==> config.mk <==
export PLATFORM = sky130hd
export DESIGN_NAME = spi_peripheral
export DESIGN_NICKNAME = d
export VERILOG_FILES = /design/src/rtl/spi_pkg.sv /design/src/rtl/sync_edge.sv /design/src/rtl/spi_peripheral.sv
export SDC_FILE = /design/constraint.sdc
export NUM_CORES = 1
export LEC_CHECK = 0
export ABC_AREA = 0
export CORE_MARGIN = 4
export CORE_UTILIZATION = 50
export CTS_BUF_LIST = sky130_fd_sc_hd__clkbuf_4 sky130_fd_sc_hd__clkbuf_8 sky130_fd_sc_hd__clkbuf_16
export DETAILED_ROUTE_END_ITERATION = 7
export PLACE_DENSITY = 0.85
export SYNTH_ARGS = -nofsm -noshare
export SYNTH_HDL_FRONTEND = slang
export SYNTH_SLANG_ARGS = --single-unit
==> constraint.sdc <==
create_clock -name clk -period 3.95 [get_ports clk]
set_clock_uncertainty 0.15 [all_clocks]
set_input_delay 0.395 -clock clk [delete_from_list [all_inputs] [get_ports clk]]
set_output_delay 0.395 -clock clk [all_outputs]
set_load 0.01 [all_outputs]
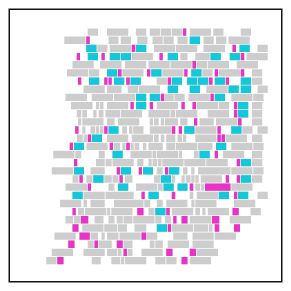
Fig. 1. Selected gate families (run 1).
(3 px per um)
NOR gates: drawn in magenta, cells 80, most used nor2_1. multiplexers: drawn in cyan, cells 56, most used mux2i_1.
logic share of the area: 36.62%
fin cells: 462
Commonest Layout Cell: dfxtp_1

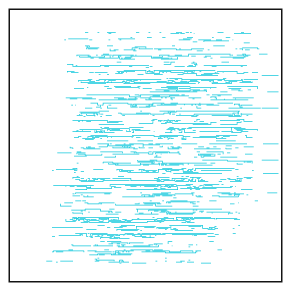
Fig. 2. Metal 1 (run 1).
(3 px per um)
The wires run mostly horizontal. 358 nets have wire on it. The layer holds 45% of the routed length.
Via Count: 2429
drt total wl: 6.923 mm
global routing met1 resource utilization: 21.10%

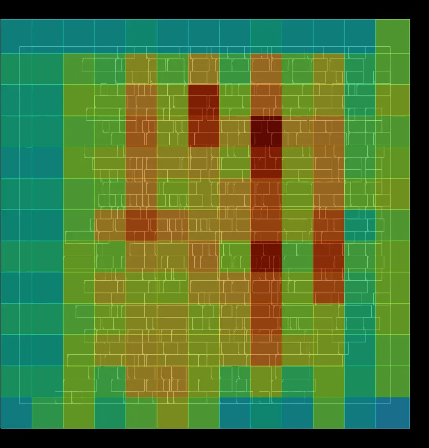
Fig. 3. Congestion heat map (run 1).
GR Util met2: 30.12%
layer with the highest usage: met2

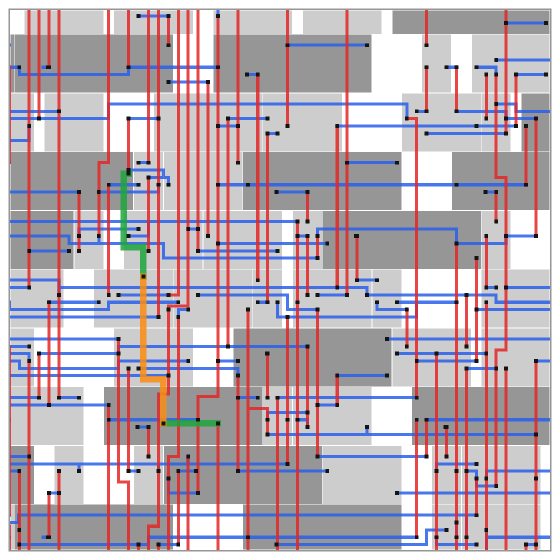
Fig. 4. Layout detail (run 1).
Window x 55 to 80, y 55 to 80 um. Cells in grey, sequential cells in the stronger grey; small squares are vias.
met4: drawn in orange. met2: drawn in red. met1: drawn in blue. met3: drawn in green.
Most frequent: mux2i_1 (15), nor2_1 (13), dfxtp_1 (12). 46 logic cells have their middle in the window. Sequential cells in the window: 12.

==> Changelog: implementation, run 1 <==
### Physical design

* Number of gates resized after cts at 0
* Top Layout Cells: dfxtp_1, nor2_1, mux2i_1
* Setup TNS at 0 ns
* R2r setup slk at 1.48 ns
* Peak VDD IR at 170.9 uV
* Cycle use final at 62.65%
* Reg2reg path depth at 5
* Cell Pwr Density at 386.5 nW/um^2
* Worst setup SP type: flop
* Critical Path AT at 2.53 ns
* CP cell instances: nand4bb_4 > a21oi_2 > buf_4 > mux2i_1 > nor2_1
* Slew Viols, Final at 0
* Pin count of the biggest net entering global routing at 77
* Distinct lib cells at 36
* Num rows at 29
* Layout cells sized above 1 at 7.273%
* RD Place Congestion at 0.7831
* Switching Power at 338.2 uW
* Top routing layer used: met4
* Mapped cell area at 3390 sq um
* Die width at 90.34 um
* Hold slack at 0.2141 ns
* Post-DP HPWL at 4.586 mm
* Outcome: finished clean
* RSZ-0062 raised after global routing: false
* Final setup margin at 1.475 ns
* Clock root buffer master: clkbuf_8
* Floorplan Utilization at 52.48%
* Commonest cells post-synth: dfxtp_1, nor2_1, mux2i_1
* Crit Path Class: reg2reg
* Clock Latency Late Sink at 0.35 ns
* Fin crit period at 2.475 ns
* Yosys stat cell total at 340
* Average wire per standard cell at 14.98 um
* Antenna Nets Post-Route at 0
* Compound Share, Synth at 4.688%
* Antenna cells at 0
* DRC at 0
* Count leader, synth: dfxtp_1
* # port buffers at 46
* Top_reg_cell synth: dfxtp_1
* Relative slew slack at 38.45%
* CTS Hold Bufs at 0
* CTS tree: yes
* Ys async rst share at 0%
* Synth Area in XOR/XNOR at 0.2584%
* Met3 WL at 214 um
* Fin nets at 387
* Post-synth EDFFs at 0
* CP required at 4.01 ns
* Clock Sinks at 90
* Fill cells at 521
* Final hold violation count at 0
* Worst-Margin Slew at 0.9198 ns
* OpenROAD warnings at 27
* Leak Pwr at 0.001697 uW
* Vertical die size at 90.34 um
* Leading area contributor after synthesis: dfxtp_1
* Vias in the first global route at 2333
* Post-synth top area share at 53.16%
* CTS clk-pin slew, worst paths at 0.09 ns
* Comb gate area at 1496 sq um
* Top Ports at 47
* Worst-case clock buffer depth at 2
* Post-synth seq share at 53.16%
* Mux frac, synth at 16.54%
* Vias/cell at 5.258
* Initial antenna violation count at 0
* YS warnings at 0
* P&R area growth vs syn at 20.56%
* Yosys stat area at 3390 sq um
* Grt total ovfl at 0
* CP peak stage delay at 0.77 ns
* Core Region at 6459 sq um
* Total die area at 8160 sq um
* Gr usage total at 17.55%
* Post-Syn Instances at 340
* Fmax achieved at 0.4041 GHz
* Setup-failing EPs final at 0
* Initial DRC Count at 142
* Crit. End Element: flop
* Ys flops at 90
* Largest family of logic cells by area: simple AND/OR/NAND/NOR gates
* Place WS at 1.497 ns
* Storage cell area at 1802 sq um
* M1 WL at 3.088 mm
* Critical Path Slowest Stage Cell: dfxtp_1
* Main area contributors: dfxtp_1, mux2i_1, nor2_1, nand2_1, and2_1
* Worst Hold Depth at 2
* Syn Nets at 347
* Clock share of power at 40.0%
* Max reg flops at 16
* Hold/Removal Path Class: in2reg
## run 1: kinds of logic after synthesis
family	after synthesis
xor+xnor	1
flops	90
buf+inv	23
simple gates	144
compound gates	24
mux	56
fa+ha+maj	2
## run 1: power by group through the flow
stage	sequential [uW]	clock, uW	combinational, uW
after floorplan	934	0	25.6
after global placement	936	0	31.3
after detailed placement	937	0	31.8
after CTS	915	641	31.9
after global routing	916	686	35.1
final	915	632	31.8
## run 1: area by class of cell
cell class	instances	share of cell area [%]
clock buffers	11	3.552
clock inverters	5	1.500
inverters	4	0.3674
multi-input cells	227	36.62
flip-flops and latches	90	44.09
well taps	77	2.358
repair buffers	48	11.51
## run 1: per-stage QoR
step | instances | util (%) | total power [uW] | instance area (sq um)
floorplan | 340 | - | 959.8 | 3390
global placement | 446 | 60.07 | 967.6 | 3880
detailed placement | 446 | 60.07 | 968.3 | 3880
CTS | 462 | 63.27 | 1588 | 4086
global route | 462 | 63.27 | 1637 | 4086
finish | 462 | 63.27 | 1579 | 4086
## run 1: routing by layer
layer,GRT usage (%),vias to the layer above
met5,0,-
met2,30.12,45
li1,-,1211
met3,3.500,15
met4,8.163,0
met1,21.10,1158
## run 1: worst max-delay path, delay by kind of cell (launching register included)
kind / cells / cell delay, ns
mux: 1 / 0.22
flops: 1 / 0.77
simple gates: 2 / 0.24
compound gates: 1 / 0.62
buf+inv: 1 / 0.32
==> inputs of run 2 (changes only) <==
==> constraint.sdc (replaced) <==
create_clock -name clk -period 2.44 [get_ports clk]
set_clock_uncertainty 0.15 [all_clocks]
set_input_delay 0.244 -clock clk [delete_from_list [all_inputs] [get_ports clk]]
set_output_delay 0.244 -clock clk [all_outputs]
set_load 0.01 [all_outputs]
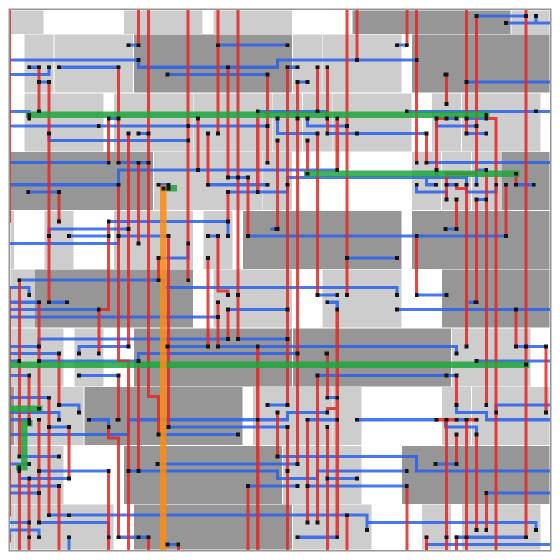
Fig. 5. Layout detail (run 2).
Window x 55 to 80, y 55 to 80 um. Cells in grey, sequential cells in the stronger grey; small squares are vias.
met4: drawn in orange. met1: drawn in blue. met3: drawn in green. met2: drawn in red.
Most frequent: nor2_1 (15), mux2i_1 (14), dfxtp_1 (13). Sequential cells in the window: 13. 49 logic cells have their middle in the window.

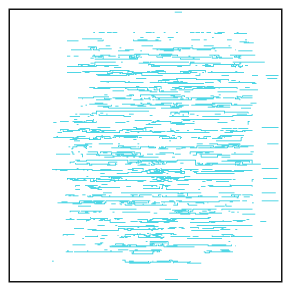
Fig. 6. Metal 1 (run 2).
(3 px per um)
The layer carries 3110 um of wire. The wires run mostly horizontal. 357 nets have wire on it. The longest straight run is 21.6 um. The layer holds 45% of the routed length.
Via Count: 2466
drt total wl: 6.900 mm

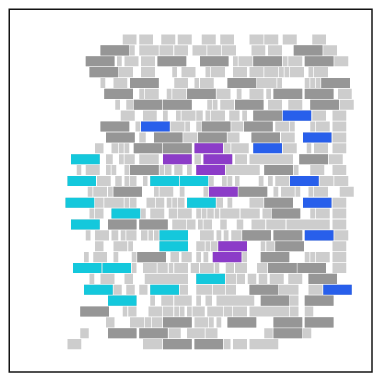
Fig. 7. Sequential cells coloured by netlist name (run 2).
(4 px per um)
shift_q: drawn in cyan, placed flops 16. pend_addr_q: drawn in purple, placed flops 7, where centre. en_reg_pwm_15_8: drawn in blue, placed flops 8.
Another 59 sequential cells are not coloured.
Seq/total area: 43.35%
Final Util: 64.35%
Storage cell area: 1802 sq um

==> run 2 against run 1 <==
Effect of this change:
- die size is the same
- final area increased by 1.7%
- sequential power rose by 62%
- global-route usage up 0.37 points
- synthesized cell count is the same
- cell count rose by 0.65%
- critical path depth down 1
- critical endpoint is now pwm_duty_cycle[6]
- worst hold slack lost 0.11 ns
==> Changelog: implementation, run 2 <==
### Physical design

* Outcome: finished clean
* Final hold violation count at 0
* Worst setup SP type: flop
* Vias in the first global route at 2368
* Crit. End Element: flop
* Worst-Margin Slew at 0.6323 ns
* Post-DP HPWL at 4.638 mm
* Main area contributors: dfxtp_1, mux2i_1, nor2_1, nand2_1, and2_1
* Ys async rst share at 0%
* Reg2reg path depth at 4
* Grt total ovfl at 0
* Antenna Nets Post-Route at 0
* CP peak stage delay at 0.58 ns
* Cell Pwr Density at 656.5 nW/um^2
* Bufs and invs on worst path at 0
* Mux frac, synth at 16.54%
* Gr usage total at 17.92%
* Yosys stat cell total at 340
* Count leader, synth: dfxtp_1
* Num rows at 29
* Layout cells sized above 1 at 7.990%
* Critical Path AT at 2.11 ns
* Initial DRC Count at 195
* Worst-case clock buffer depth at 2
* Mapped cell area at 3390 sq um
* CP cell instances: nor4b_4 > nand4b_1 > mux2i_1 > nor2_1
* Slew Viols, Final at 0
* CP required at 2.53 ns
* R2r setup slk at 0.42 ns
* RD Place Congestion at 0.7904
* Setup TNS at 0 ns
* P&R area growth vs syn at 22.63%
* Leading area contributor after synthesis: dfxtp_1
* Yosys stat area at 3390 sq um
* Clock share of power at 43.7%
* Setup-failing EPs final at 0
* CTS clk-pin slew, worst paths at 0.09 ns
* DRC at 0
* RSZ-0062 raised after global routing: false
* Initial antenna violation count at 0
* Pin count of the biggest net entering global routing at 87
* Post-Syn Instances at 340
* YS warnings at 0
* CP top delay family: simple AND/OR/NAND/NOR gates
* Hold/Removal Path Class: in2reg
* Fin nets at 390
* Clock Sinks at 90
* Fmax achieved at 0.4943 GHz
* Number of gates resized after cts at 0
* Die width at 90.34 um
* CP Depth at 4
* Distinct lib cells at 36
* Ys flops at 90
* CTS Hold Bufs at 0
* Commonest cells post-synth: dfxtp_1, nor2_1, mux2i_1
* Worst Hold Depth at 3
* OpenROAD warnings at 27
* Average wire per standard cell at 14.84 um
* Commonest Layout Cell: dfxtp_1
* Compound Share, Synth at 4.688%
* Top_reg_cell synth: dfxtp_1
* Cycle use final at 82.91%
* Total die area at 8160 sq um
* Floorplan Utilization at 52.48%
* CTS tree: yes
* Final Cell Area at 4156 sq um
* Crit Path Class: reg2reg
* Peak VDD IR at 323.7 uV
* Post-synth seq share at 53.16%
* Synth Area in XOR/XNOR at 0.2584%
* Max reg flops at 16
* Antenna cells at 0
* Post-synth EDFFs at 0
* Relative slew slack at 57.62%
* Largest family of logic cells by area: simple AND/OR/NAND/NOR gates
run 2: power groups by stage:
stage | clock, uW | combinational [uW] | sequential [uW]
after floorplan | 0 | 41.4 | 1510
after detailed placement | 0 | 56.5 | 1510
final | 1190 | 55.8 | 1480
after CTS | 1220 | 56.6 | 1480
after global placement | 0 | 55.2 | 1510
after global routing | 1270 | 61.3 | 1480
run 2: worst reg2reg max path, cell delays in order (launching register included):
cell	delay, ns
dfxtp_1	0.34
nor4b_4	0.39
nand4b_1	0.58
mux2i_1	0.37
nor2_1	0.08
run 2: cells by family after synthesis:
group / after synthesis
XOR/XNOR: 1
multiplexers: 56
flip-flops: 90
adder cells (fa/ha/maj): 2
AND/OR/NAND/NOR: 144
buffers and inverters: 23
AND-OR/OR-AND: 24
run 2: routing by layer:
layer  wire length, um  share of wire [%]  global-route usage (%)
met2              3379                 49                   30.30
met5                 0                  0                       0
met1              3112                 45                   22.04
met4               142                2.1                   7.270
met3               265                3.8                   4.083
run 2: layout make-up:
cell class / count / area (sq um)
fillers: 510 / 2302
flip-flops and latches: 90 / 1802
multi-input cells: 227 / 1496
repair buffers: 51 / 505.5
clock buffers: 9 / 123.9
clock inverters: 7 / 117.6
well taps: 77 / 96.34
inverters: 4 / 15.01
run 2: metrics by stage:
stage	instances	setup slack [ns]	power [uW]	hold WS [ns]	util [%]
finish	465	0.4171	2729	0.1016	64.35
global route	465	0.2532	2814	0.1236	64.35
CTS	465	0.4102	2755	0.08374	64.35
detailed placement	449	0.4875	1571	0.2746	60.62
global placement	449	0.5490	1570	0.2709	60.62
floorplan	340	0.7845	1554	0.1732	-
Power figures rest on the tool's default switching activity, not on a simulated workload.
